File: config.mk
export PLATFORM = sky130hd
export DESIGN_NAME = tx_arb_flat
export DESIGN_NICKNAME = d
export VERILOG_FILES = /design/src/rtl/tx_pkg.sv /design/src/rtl/tx_arb_if.sv /design/src/rtl/rr_arbiter.sv /design/src/rtl/tx_arb.sv /design/src/flat_wrapper.sv
export SDC_FILE = /design/constraint.sdc
export NUM_CORES = 1
export LEC_CHECK = 0
export CORE_MARGIN = 8
export CORE_UTILIZATION = 50
export DETAILED_ROUTE_END_ITERATION = 8
export PLACE_DENSITY = 0.89
export SYNTH_ARGS = -nofsm -noshare
export SYNTH_HDL_FRONTEND = slang
export SYNTH_SLANG_ARGS = --single-unit
File: constraint.sdc
create_clock -name clk -period 3.68 [get_ports clk]
set_clock_uncertainty 0.15 [all_clocks]
set_input_delay 0.92 -clock clk [delete_from_list [all_inputs] [get_ports clk]]
set_output_delay 0.92 -clock clk [all_outputs]
set_load 0.02 [all_outputs]
File: src/rtl/tx_pkg.sv
// Shared types and default widths for the tx_arb transmit arbiter.
package tx_pkg;
  localparam int FLIT_W        = 8;
  localparam int BUFF_BITS_DEF = 3;
  localparam int PKT_FLITS_DEF = 8;

  typedef enum logic [1:0] {
    IDLE,
    FETCH,
    SENDING,
    WAIT_REQ_DOWN
  } tx_state_e;

  // Select index width, never below one bit so N=1 still has a legal port.
  function automatic int sel_w(input int n);
    return (n > 1) ? $clog2(n) : 1;
  endfunction
endpackage

File: src/rtl/tx_arb_if.sv
// Channel, switch-request and buffer-read signals of one tx_arb port.
interface tx_arb_if
  import tx_pkg::*;
#(
  parameter int N         = 4,
  parameter int SIZE      = FLIT_W,
  parameter int BUFF_BITS = BUFF_BITS_DEF
);
  localparam int SELW = sel_w(N);

  logic                 ch_req;
  logic [SIZE-1:0]      ch_flit;
  logic                 ch_ack;
  logic [N-1:0]         sw_req;
  logic [N-1:0]         sw_gnt;
  logic [SELW-1:0]      buf_sel;
  logic [BUFF_BITS-1:0] buf_addr;
  logic [SIZE-1:0]      buf_data;
  logic                 busy;
  logic                 pkt_done;

  modport master (
    output ch_req, ch_flit, sw_gnt, buf_sel, buf_addr, busy, pkt_done,
    input  ch_ack, sw_req, buf_data
  );

  modport slave (
    input  ch_req, ch_flit, sw_gnt, buf_sel, buf_addr, busy, pkt_done,
    output ch_ack, sw_req, buf_data
  );
endinterface

File: src/rtl/rr_arbiter.sv
// Source arbiter: round-robin from a held pointer when TX_ARB_RR_EN is
// defined, otherwise fixed priority with the lowest index winning.
module rr_arbiter
  import tx_pkg::*;
#(
  parameter  int N    = 4,
  localparam int SELW = sel_w(N)
) (
  input  logic            clk,
  input  logic            reset,
  input  logic [N-1:0]    req_i,
  input  logic [SELW-1:0] ptr_i,
  input  logic            upd_i,
  output logic [N-1:0]    gnt_o,
  output logic [SELW-1:0] idx_o
);
  logic [SELW-1:0] ptr_q;
  logic            found;

`ifdef TX_ARB_RR_EN
  always_ff @(posedge clk) begin
    if (reset)      ptr_q <= '0;
    else if (upd_i) ptr_q <= ptr_i;
  end
`else
  logic unused_ptr;
  assign ptr_q      = '0;
  assign unused_ptr = ^{clk, reset, ptr_i, upd_i};
`endif

  function automatic logic [SELW-1:0] slot(input logic [SELW-1:0] p, input int i);
    return SELW'((int'(p) + i) % N);
  endfunction

  always_comb begin
    gnt_o = '0;
    idx_o = '0;
    found = 1'b0;
    for (int i = 0; i < N; i++) begin
      if (!found && req_i[slot(ptr_q, i)]) begin
        found                 = 1'b1;
        idx_o                 = slot(ptr_q, i);
        gnt_o[slot(ptr_q, i)] = 1'b1;
      end
    end
  end
endmodule

File: src/rtl/tx_arb.sv
// Packet transmit arbiter: grants one source, streams PKT_FLITS flits over a
// two-phase req/ack channel. Build macro TX_ARB_RR_EN selects round-robin.
module tx_arb
  import tx_pkg::*;
#(
  parameter int ID        = 0,
  parameter int SUBID     = 0,
  parameter int N         = 4,
  parameter int SIZE      = FLIT_W,
  parameter int BUFF_BITS = BUFF_BITS_DEF,
  parameter int PKT_FLITS = PKT_FLITS_DEF
) (
  input logic      clk,
  input logic      reset,
  tx_arb_if.master bus
);
  localparam int SELW = sel_w(N);
  localparam int CW   = BUFF_BITS + 1;
  localparam logic [CW-1:0] LAST = CW'(PKT_FLITS);

  tx_state_e            state_q, state_d;
  logic                 ch_req_q, ch_req_d;
  logic [SIZE-1:0]      ch_flit_q, ch_flit_d;
  logic [N-1:0]         sw_gnt_q, sw_gnt_d;
  logic [SELW-1:0]      buf_sel_q, buf_sel_d;
  logic [BUFF_BITS-1:0] buf_addr_q, buf_addr_d;
  logic [CW-1:0]        sent_q, sent_d;
  logic                 pkt_done_q, pkt_done_d;
  logic                 ch_ack_old_q;
  logic                 ack, upd;
  logic [N-1:0]         arb_gnt;
  logic [SELW-1:0]      arb_idx, nxt_ptr;
  logic                 unused_ids;

  assign unused_ids = ^{ID[0], SUBID[0]};
  assign ack        = bus.ch_ack ^ ch_ack_old_q;
  assign nxt_ptr    = (buf_sel_q == SELW'(N - 1)) ? '0 : buf_sel_q + 1'b1;

  rr_arbiter #(.N(N)) u_arb (
    .clk   (clk),
    .reset (reset),
    .req_i (bus.sw_req),
    .ptr_i (nxt_ptr),
    .upd_i (upd),
    .gnt_o (arb_gnt),
    .idx_o (arb_idx)
  );

  always_ff @(posedge clk) begin
    if (reset) begin
      state_q      <= IDLE;
      ch_req_q     <= 1'b0;
      ch_flit_q    <= '0;
      sw_gnt_q     <= '0;
      buf_sel_q    <= '0;
      buf_addr_q   <= '0;
      sent_q       <= '0;
      pkt_done_q   <= 1'b0;
      ch_ack_old_q <= 1'b0;
    end else begin
      state_q      <= state_d;
      ch_req_q     <= ch_req_d;
      ch_flit_q    <= ch_flit_d;
      sw_gnt_q     <= sw_gnt_d;
      buf_sel_q    <= buf_sel_d;
      buf_addr_q   <= buf_addr_d;
      sent_q       <= sent_d;
      pkt_done_q   <= pkt_done_d;
      ch_ack_old_q <= bus.ch_ack;
    end
  end

  // Acks outside SENDING fall through untouched, so they are never counted.
  always_comb begin
    state_d    = state_q;
    ch_req_d   = ch_req_q;
    ch_flit_d  = ch_flit_q;
    sw_gnt_d   = sw_gnt_q;
    buf_sel_d  = buf_sel_q;
    buf_addr_d = buf_addr_q;
    sent_d     = sent_q;
    pkt_done_d = 1'b0;
    upd        = 1'b0;
    case (state_q)
      IDLE: begin
        if (|bus.sw_req) begin
          sw_gnt_d   = arb_gnt;
          buf_sel_d  = arb_idx;
          buf_addr_d = '0;
          state_d    = FETCH;
        end
      end
      FETCH: begin
        ch_flit_d  = bus.buf_data;
        ch_req_d   = ~ch_req_q;
        buf_addr_d = BUFF_BITS'(1);
        sent_d     = CW'(1);
        state_d    = SENDING;
      end
      SENDING: begin
        if (ack) begin
          if (sent_q == LAST) begin
            sw_gnt_d   = '0;
            pkt_done_d = 1'b1;
            state_d    = WAIT_REQ_DOWN;
          end else begin
            ch_flit_d  = bus.buf_data;
            ch_req_d   = ~ch_req_q;
            buf_addr_d = buf_addr_q + 1'b1;
            sent_d     = sent_q + 1'b1;
          end
        end
      end
      WAIT_REQ_DOWN: begin
        if (!bus.sw_req[buf_sel_q]) begin
          upd     = 1'b1;
          state_d = IDLE;
        end
      end
      default: state_d = IDLE;
    endcase
  end

  assign bus.ch_req   = ch_req_q;
  assign bus.ch_flit  = ch_flit_q;
  assign bus.sw_gnt   = sw_gnt_q;
  assign bus.buf_sel  = buf_sel_q;
  assign bus.buf_addr = buf_addr_q;
  assign bus.pkt_done = pkt_done_q;
  assign bus.busy     = (state_q != IDLE);
endmodule

File: src/flat_wrapper.sv
// flat-port wrapper written by rule: the top's interface ports become plain ports
module tx_arb_flat import tx_pkg::*;
#(
  parameter int ID        = 0,
  parameter int SUBID     = 0,
  parameter int N         = 4,
  parameter int SIZE      = FLIT_W,
  parameter int BUFF_BITS = BUFF_BITS_DEF,
  parameter int PKT_FLITS = PKT_FLITS_DEF
)
  (clk, reset, bus_ch_req, bus_ch_flit, bus_sw_gnt, bus_buf_sel, bus_buf_addr, bus_busy, bus_pkt_done, bus_ch_ack, bus_sw_req, bus_buf_data);
  tx_arb_if #(.N(N), .SIZE(SIZE), .BUFF_BITS(BUFF_BITS)) bus_i ();
  input logic clk;
  input logic reset;
  output wire logic [$bits(bus_i.ch_req)-1:0] bus_ch_req;
  output wire logic [$bits(bus_i.ch_flit)-1:0] bus_ch_flit;
  output wire logic [$bits(bus_i.sw_gnt)-1:0] bus_sw_gnt;
  output wire logic [$bits(bus_i.buf_sel)-1:0] bus_buf_sel;
  output wire logic [$bits(bus_i.buf_addr)-1:0] bus_buf_addr;
  output wire logic [$bits(bus_i.busy)-1:0] bus_busy;
  output wire logic [$bits(bus_i.pkt_done)-1:0] bus_pkt_done;
  input wire logic [$bits(bus_i.ch_ack)-1:0] bus_ch_ack;
  input wire logic [$bits(bus_i.sw_req)-1:0] bus_sw_req;
  input wire logic [$bits(bus_i.buf_data)-1:0] bus_buf_data;
  assign bus_ch_req = bus_i.ch_req;
  assign bus_ch_flit = bus_i.ch_flit;
  assign bus_sw_gnt = bus_i.sw_gnt;
  assign bus_buf_sel = bus_i.buf_sel;
  assign bus_buf_addr = bus_i.buf_addr;
  assign bus_busy = bus_i.busy;
  assign bus_pkt_done = bus_i.pkt_done;
  assign bus_i.ch_ack = bus_ch_ack;
  assign bus_i.sw_req = bus_sw_req;
  assign bus_i.buf_data = bus_buf_data;
  tx_arb #(.ID(ID), .SUBID(SUBID), .N(N), .SIZE(SIZE), .BUFF_BITS(BUFF_BITS), .PKT_FLITS(PKT_FLITS)) u_core (.clk(clk), .reset(reset), .bus(bus_i));
endmodule
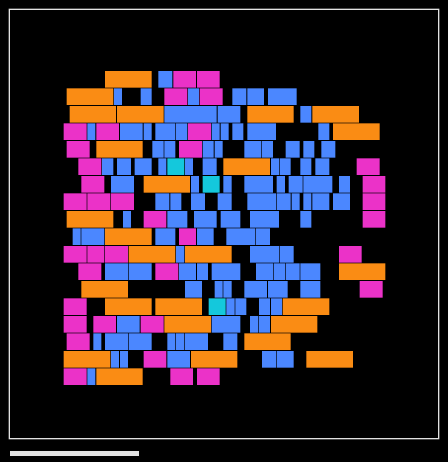
*Cell classes on the final placement, run 1*
Scale bar: 20 um.
orange -> registers  # cells 26, share of their area 32%
magenta -> remaining buffers and delay cells  # cells 36, share of their area 22%
blue -> remaining logic cells  # cells 108, share of their area 45%
cyan -> clock-net drivers  # cells 3, share of their area 1.4%
core footprint: 2450 um^2
design area: 1670 um^2

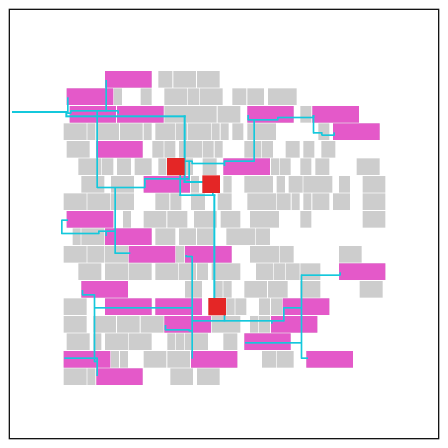
*Clock distribution, run 1*
cyan -> clock wires  # length 287 um
red -> clock-net drivers  # count 3
magenta -> flip-flops  # count 26
routed clock nets = 4
clk pwr: 118 uW
proportion of power drawn by the clock network: 10.7%

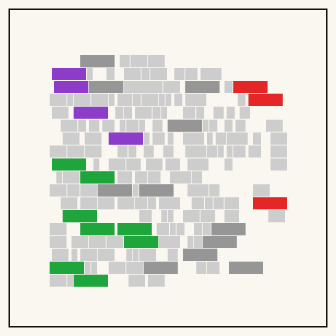
*Sequential cells colored by netlist name, run 1*
Other sequential cells in the stronger gray, the rest of the logic in the fainter gray.
green -> `u_core.bus.ch_flit`  # flops 8
red -> `u_core.bus.buf_addr`  # flops 3
purple -> `u_core.bus.sw_gnt`  # flops 4
not colored = 11
register area: 520 um^2
post-layout util: 68.1%

==> flow_metrics.env, run 1 <==
# yosys + openroad results
export IMPL_hold_viol=0
export IMPL_dp_hpwl_mm=2.30
export IMPL_seq_power_uw=390
export IMPL_peakVddDrop_mv=0.464
export IMPL_tritoncts="yes"
export IMPL_slowest_stage="clkdlybuf4s50_1"
export IMPL_tightest_slew_ns=0.948
export IMPL_warnings=32
export IMPL_num_vias=1113
export IMPL_avgViaCountPerCell=5.48
export IMPL_clock_latency_ns=0.31
export IMPL_maxSlewHeadroom_pct=36.6
export IMPL_seq_power_share_pct=35.4
export IMPL_crit_fanout=8
export IMPL_hold_buffers=0
export IMPL_grt_total_usage_pct=14.6
export IMPL_wl_per_cell_um=14.6
export IMPL_async_flop_share_pct=0
export IMPL_die_area_um2=4420
export IMPL_worstSetupPathType="reg -> out"
export IMPL_top_cell_area_share_pct=40.8
export IMPL_syn_inst=140
export IMPL_status="finished, final reports clean"
export IMPL_floorplan_nets=164
export IMPL_row_count=18
export IMPL_drive_above_1_share_pct=4.05
export IMPL_grt_pass1_wl_mm=5.22
export IMPL_mux_area_share_pct=10.4
export IMPL_antenna_cells=0
export IMPL_dominant_cells="logic gates"
export IMPL_reg2reg_depth=6
export IMPL_area_delta_synth_final_pct=31.1
export IMPL_ff_count=26
export IMPL_p_comb_share_pct=54.0
export IMPL_tns_ns=0
export IMPL_xor_share_pct=2.06
export IMPL_lay_top_cells="clkdlybuf4s50_1, dfxtp_1, nor2_1"
export IMPL_taps=30
export IMPL_ys_sh_adder_pct=8.82
export IMPL_synthDistinctLibCells=30
export IMPL_min_path_type="reg -> reg"
export IMPL_bufAreaShareNonClock_pct=21.2
export IMPL_min_from="u_core.bus.sw_gnt[3]"
export IMPL_synth_main_ff_cell="dfxtp_1"
export IMPL_ys_sh_aoi_pct=11.0
export IMPL_clk_path_buf_depth=2
export IMPL_nFillCells=194
export IMPL_slew_viol_final=0
export IMPL_p_int_uw=665
export IMPL_seq_share_pct=31.1
export IMPL_drv_cap=0
export IMPL_p_leak_uw=0.000687
export IMPL_die_size_y_um=66.5
export IMPL_edf_count=0
export IMPL_final_nets=199
export IMPL_cts_sinks=26
export IMPL_grt_max_degree=26
export IMPL_drt_total_wl_mm=2.97
export IMPL_fin_crit_ns=2.91
export IMPL_comb_cells=100
export IMPL_comb_share_pct=42.3
export IMPL_dpl_cell_count=200
export IMPL_ys_cells=140
export IMPL_r2r_slack_ns=1.30
export IMPL_comb_power_uw=595
export IMPL_signal_buffers=36
export IMPL_ys_seq_share_pct=40.8
export IMPL_htreeDepth=1
export IMPL_rsz0062_at_grt="no"
export IMPL_cts_repair_resized=0
export IMPL_p_total_uw=1100
export IMPL_cp_end_kind="output port"
export IMPL_power_top_group="combinational logic"
export IMPL_clk_share_pct=1.35
export IMPL_syn_avg_cell_area_um2=9.12
export IMPL_p_per_area_nw_per_um2=660
export IMPL_io_pins=35
export IMPL_comb_area_um2=707
export IMPL_inverters_excl_clock=8
export IMPL_start_kind="register"
export IMPL_grt_overflow_total=0
export IMPL_drc=0
export IMPL_cp_num_buf_inv=3
export IMPL_worst_path_stages=4
export IMPL_simple_gate_share_pct=22.6
export IMPL_min_to="u_core.bus.sw_gnt[3]"
export IMPL_io_buffers=34
export IMPL_cpLargestDelayFamily="buffers and inverters"
export IMPL_grt_pass1_vias=1157
export IMPL_nClkBuffers=3
export IMPL_clock_root_buffer="clkbuf_4"
export IMPL_holdPathStages=2
export IMPL_cp_data_arrival_time_ns=1.84
export IMPL_yosys_top_cells_count="dfxtp_1, nor2_1, mux2i_1"
export IMPL_ant_nets=0
export IMPL_reg2reg_from="u_core.state_q[0]"
export IMPL_switching_share_pct=39.8
export IMPL_post_cts_buffers=0
export IMPL_layoutNonFillerInstCount=203
export IMPL_routabilityCongestion=0.809
export IMPL_top_logic_kind="simple AND/OR/NAND/NOR gates"
export IMPL_cp_cell_sequence="inv_1 > ha_1 > inv_1 > clkdlybuf4s50_1"
export IMPL_cp_slowest_stage_delay_ns=0.60
export IMPL_synth_flops=26
export IMPL_rr_endpoint="u_core.sent_q[2]"
export IMPL_startpoint="u_core.state_q[1]"
export IMPL_synth_warnings=0
export IMPL_timing_final_crit_share_pct=79.0
export IMPL_required_ns=2.61
export IMPL_synth_cell_area_um2=1280
export IMPL_place_area_um2=1650
export IMPL_initial_core_util_pct=52.0
export IMPL_cts_buffers=3
export IMPL_clk_pin_slew_ns=0.13
export IMPL_setup_violations=0
export IMPL_ys_area_um2=1280
export IMPL_crit_top_cell="inv_1"
export IMPL_antenna_found_initial=0
export IMPL_first_pass_iters=4
export IMPL_yosys_area_top_type="dfxtp_1"
export IMPL_drt_iter0_drc=42
export IMPL_max_clock_freq_mhz=344
export IMPL_die_w_um=66.5
export IMPL_layout_top_cell="clkdlybuf4s50_1"
export IMPL_crit_path_end="bus_busy"
## run 1: sequential cells by signal, indices dropped and copies added, names as in the netlist
register / cells
u_core.bus.ch_flit: 8
u_core.bus.sw_gnt: 4
u_core.sent_q: 4
u_core.bus.buf_addr: 3
u_core.bus.buf_sel: 2
u_core.state_q: 2
u_core.bus.ch_req: 1
u_core.bus.pkt_done: 1
u_core.ch_ack_old_q: 1
## run 1: logic make-up after synthesis
kind of cell / Yosys count
AND/OR/NAND/NOR: 52
flip-flops: 26
AND-OR/OR-AND: 24
buffers and inverters: 14
multiplexers: 12
adder cells (fa/ha/maj): 9
XOR/XNOR: 3
## run 1: per-layer routing
metal  up-vias  part of all wire, %  track usage [%]
li1        555                    -                -
met1       522                   41             16.0
met2        32                   48             24.7
met3         4                  9.8             6.38
met4         0                 0.91             4.80
met5         -                    0                0
==> run 1 -> run 2 <==
CORE_UTILIZATION = 42   (was 50)
PLACE_DENSITY = 0.8   (was 0.89)
clock period = 2.45 ns   (was 3.68 ns; I/O delays follow)
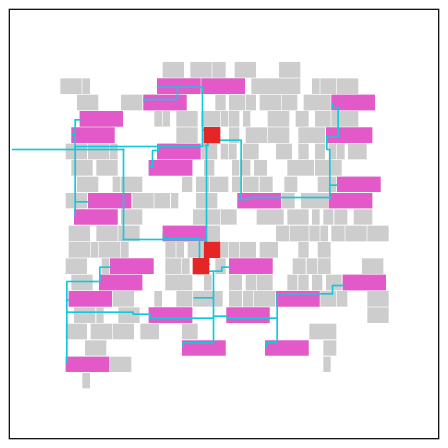
*Clock distribution, run 2*
cyan -> clock wires  # length 320 um
red -> clock-net drivers  # count 3
magenta -> flip-flops  # count 26
routed clock nets = 4
proportion of power drawn by the clock network: 12.9%
clk_lat worst skew: 0.32 ns
clk pwr: 223 uW

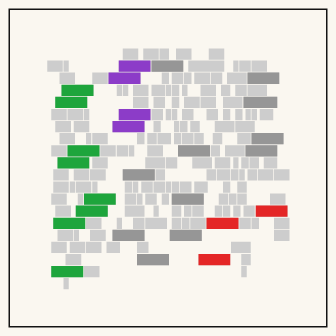
*Sequential cells colored by netlist name, run 2*
Other sequential cells in the stronger gray, the rest of the logic in the fainter gray.
green -> `u_core.bus.ch_flit`  # flops 8
red -> `u_core.bus.buf_addr`  # flops 3
purple -> `u_core.bus.sw_gnt`  # flops 4, where top center
not colored = 11
post-layout util: 58.3%
register area: 522 um^2

==> run 2 against run 1 <==
Effect of this change: combinational power rose by 53%; first-iteration DRC count increased by 76%; critical path type unchanged; worst setup slack lost 0.65 ns; non-clock buffer count up 6; critical path depth stayed put; highest routed layer unchanged.
==> flow_metrics.env, run 2 <==
# yosys + openroad results
export IMPL_cp_data_arrival_time_ns=1.56
export IMPL_crit_path_end="bus_busy"
export IMPL_p_leak_uw=0.000725
export IMPL_dpl_cell_count=209
export IMPL_peakVddDrop_mv=0.470
export IMPL_synth_flops=26
export IMPL_status="finished, final reports clean"
export IMPL_clk_pin_slew_ns=0.15
export IMPL_most_common_cell="dfxtp_1"
export IMPL_start_kind="register"
export IMPL_ant_nets=0
export IMPL_drc=0
export IMPL_antenna_found_initial=0
export IMPL_synthDistinctLibCells=30
export IMPL_final_nets=205
export IMPL_dp_slack_ns=-0.00839
export IMPL_hold_buffers=0
export IMPL_wl_met3_um=344
export IMPL_wl_per_cell_um=14.8
export IMPL_grt_overflow_total=0
export IMPL_crit_fanout=8
export IMPL_ys_area_um2=1280
export IMPL_ys_seq_share_pct=40.8
export IMPL_drive_above_1_share_pct=8.33
export IMPL_min_from="u_core.bus.sw_gnt[3]"
export IMPL_io_pins=35
export IMPL_hold_ws_ns=0.334
export IMPL_cp_cell_sequence="inv_1 > ha_1 > inv_1 > dlygate4sd2_1"
export IMPL_startpoint="u_core.state_q[0]"
export IMPL_cts_sinks=26
export IMPL_largest_reg_flops=8
export IMPL_async_flop_share_pct=0
export IMPL_hold_viol=0
export IMPL_reg2reg_from="u_core.state_q[0]"
export IMPL_floorplan_nets=164
export IMPL_grt_total_usage_pct=12.7
export IMPL_slowest_stage="dfxtp_1"
export IMPL_drt_total_wl_mm=3.14
export IMPL_yosys_area_top_type="dfxtp_1"
export IMPL_first_pass_iters=4
export IMPL_die_w_um=71.1
export IMPL_antenna_cells=0
export IMPL_num_vias=1139
export IMPL_cp_end_kind="output port"
export IMPL_yosys_top_cells_count="dfxtp_1, nor2_1, mux2i_1"
export IMPL_grt_met2_usage_pct=22.2
export IMPL_grt_max_degree=25
export IMPL_slew_viol_final=0
export IMPL_routabilityCongestion=0.870
export IMPL_area_delta_synth_final_pct=36.0
export IMPL_cts_buffers=3
export IMPL_min_path_type="reg -> reg"
export IMPL_clk_path_buf_depth=2
export IMPL_setup_violations=0
export IMPL_synth_cell_area_um2=1280
export IMPL_cp_slowest_stage_delay_ns=0.42
export IMPL_tritoncts="yes"
export IMPL_initial_core_util_pct=42.9
export IMPL_drt_iter0_drc=74
export IMPL_rr_endpoint="u_core.bus.buf_addr[2]"
export IMPL_reg2reg_depth=6
export IMPL_grt_pass1_wl_mm=5.28
export IMPL_synth_main_ff_cell="dfxtp_1"
export IMPL_r2r_slack_ns=0.30
export IMPL_maxSlewHeadroom_pct=73.9
export IMPL_wl_met1_mm=1.26
export IMPL_htreeDepth=1
export IMPL_ys_top_cells_by_area="dfxtp_1, ha_1, mux2i_1, nor2_1, a21oi_1"
export IMPL_tightest_slew_ns=0.388
export IMPL_required_ns=1.69
export IMPL_avgViaCountPerCell=5.35
export IMPL_setup_slack_ns=0.125
export IMPL_grt_use_met1_pct=12.6
export IMPL_met3_usage_pct=5.79
export IMPL_drv_cap=0
export IMPL_warnings=32
export IMPL_cts_repair_resized=2
export IMPL_worstSetupPathType="reg -> out"
export IMPL_lay_top_cells="clkdlybuf4s50_1, dfxtp_1, nor2_1"
export IMPL_die_size_y_um=71.1
export IMPL_holdPathStages=2
export IMPL_timing_final_crit_share_pct=94.9
export IMPL_fin_crit_ns=2.33
export IMPL_die_area_um2=5060
export IMPL_post_cts_buffers=0
export IMPL_ys_cells=140
export IMPL_rsz0062_at_grt="no"
export IMPL_dp_hpwl_mm=2.40
export IMPL_top_cell_area_share_pct=40.8
export IMPL_synth_warnings=0
export IMPL_highest_layer="met4"
export IMPL_row_count=20
export IMPL_min_to="u_core.bus.sw_gnt[3]"
export IMPL_tns_ns=0
export IMPL_io_buffers=34
export IMPL_layoutNonFillerInstCount=213
export IMPL_edf_count=0
export IMPL_layout_top_cell="clkdlybuf4s50_1"
export IMPL_grt_pass1_vias=1179
export IMPL_route_met2_wl_mm=1.50
export IMPL_clock_root_buffer="clkbuf_4"
export IMPL_crit_top_cell="inv_1"
export IMPL_max_clock_freq_mhz=430
export IMPL_syn_inst=140
export IMPL_place_area_um2=1700
export IMPL_busiest_layer="met2"
export IMPL_p_total_uw=1730
export IMPL_syn_avg_cell_area_um2=9.12
export IMPL_p_per_area_nw_per_um2=996
export IMPL_final_design_area_no_fill_um2=1740
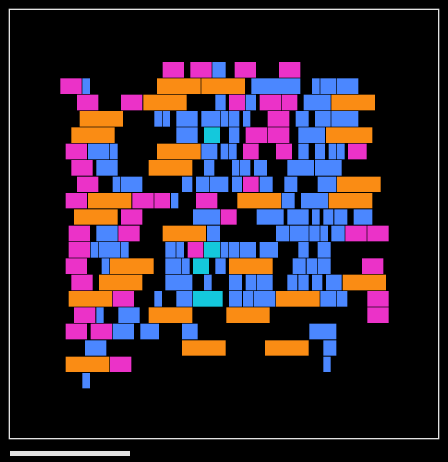
*Cell classes on the final placement, run 2*
Scale bar: 20 um.
magenta -> remaining buffers and delay cells  # cells 42, share of their area 24%
orange -> registers  # cells 26, share of their area 31%
blue -> remaining logic cells  # cells 108, share of their area 44%
cyan -> clock drivers and dummy loads  # cells 4, share of their area 2.1%
core footprint: 2980 um^2
flop share of the area: 30.1%

-- run 2: cell counts after synthesis --
No cell type changed its count.
-- run 2: logic make-up after synthesis --
kind of cell	after synthesis	share of synthesized area (%)
compound gates	24	11.0
flops	26	40.8
fa+ha+maj	9	8.82
buf+inv	14	4.31
simple gates	52	22.6
mux	12	10.4
xor+xnor	3	2.06
-- run 2: area by class of cell --
cell class,instances,area (um^2)
sequential,26,522
clock buffer,4,36.3
fill,274,1240
inverter,8,30.0
tap,33,41.3
multi-input combinational,100,707
timing repair buffer,42,399
-- run 2: where the power goes --
part           switching, uW  internal, uW
combinational            479           433
clock                    132          90.9
sequential              76.1           518
total                    687          1040
-- run 2: worst max-delay path: cells and delay by family, from the launching register on --
family / cells / cell delay, ns
adders and majority gates: 1 / 0.30
buffers and inverters: 3 / 0.52
DFF: 1 / 0.42
No activity file was given, so power comes from the tool's default toggle rates.
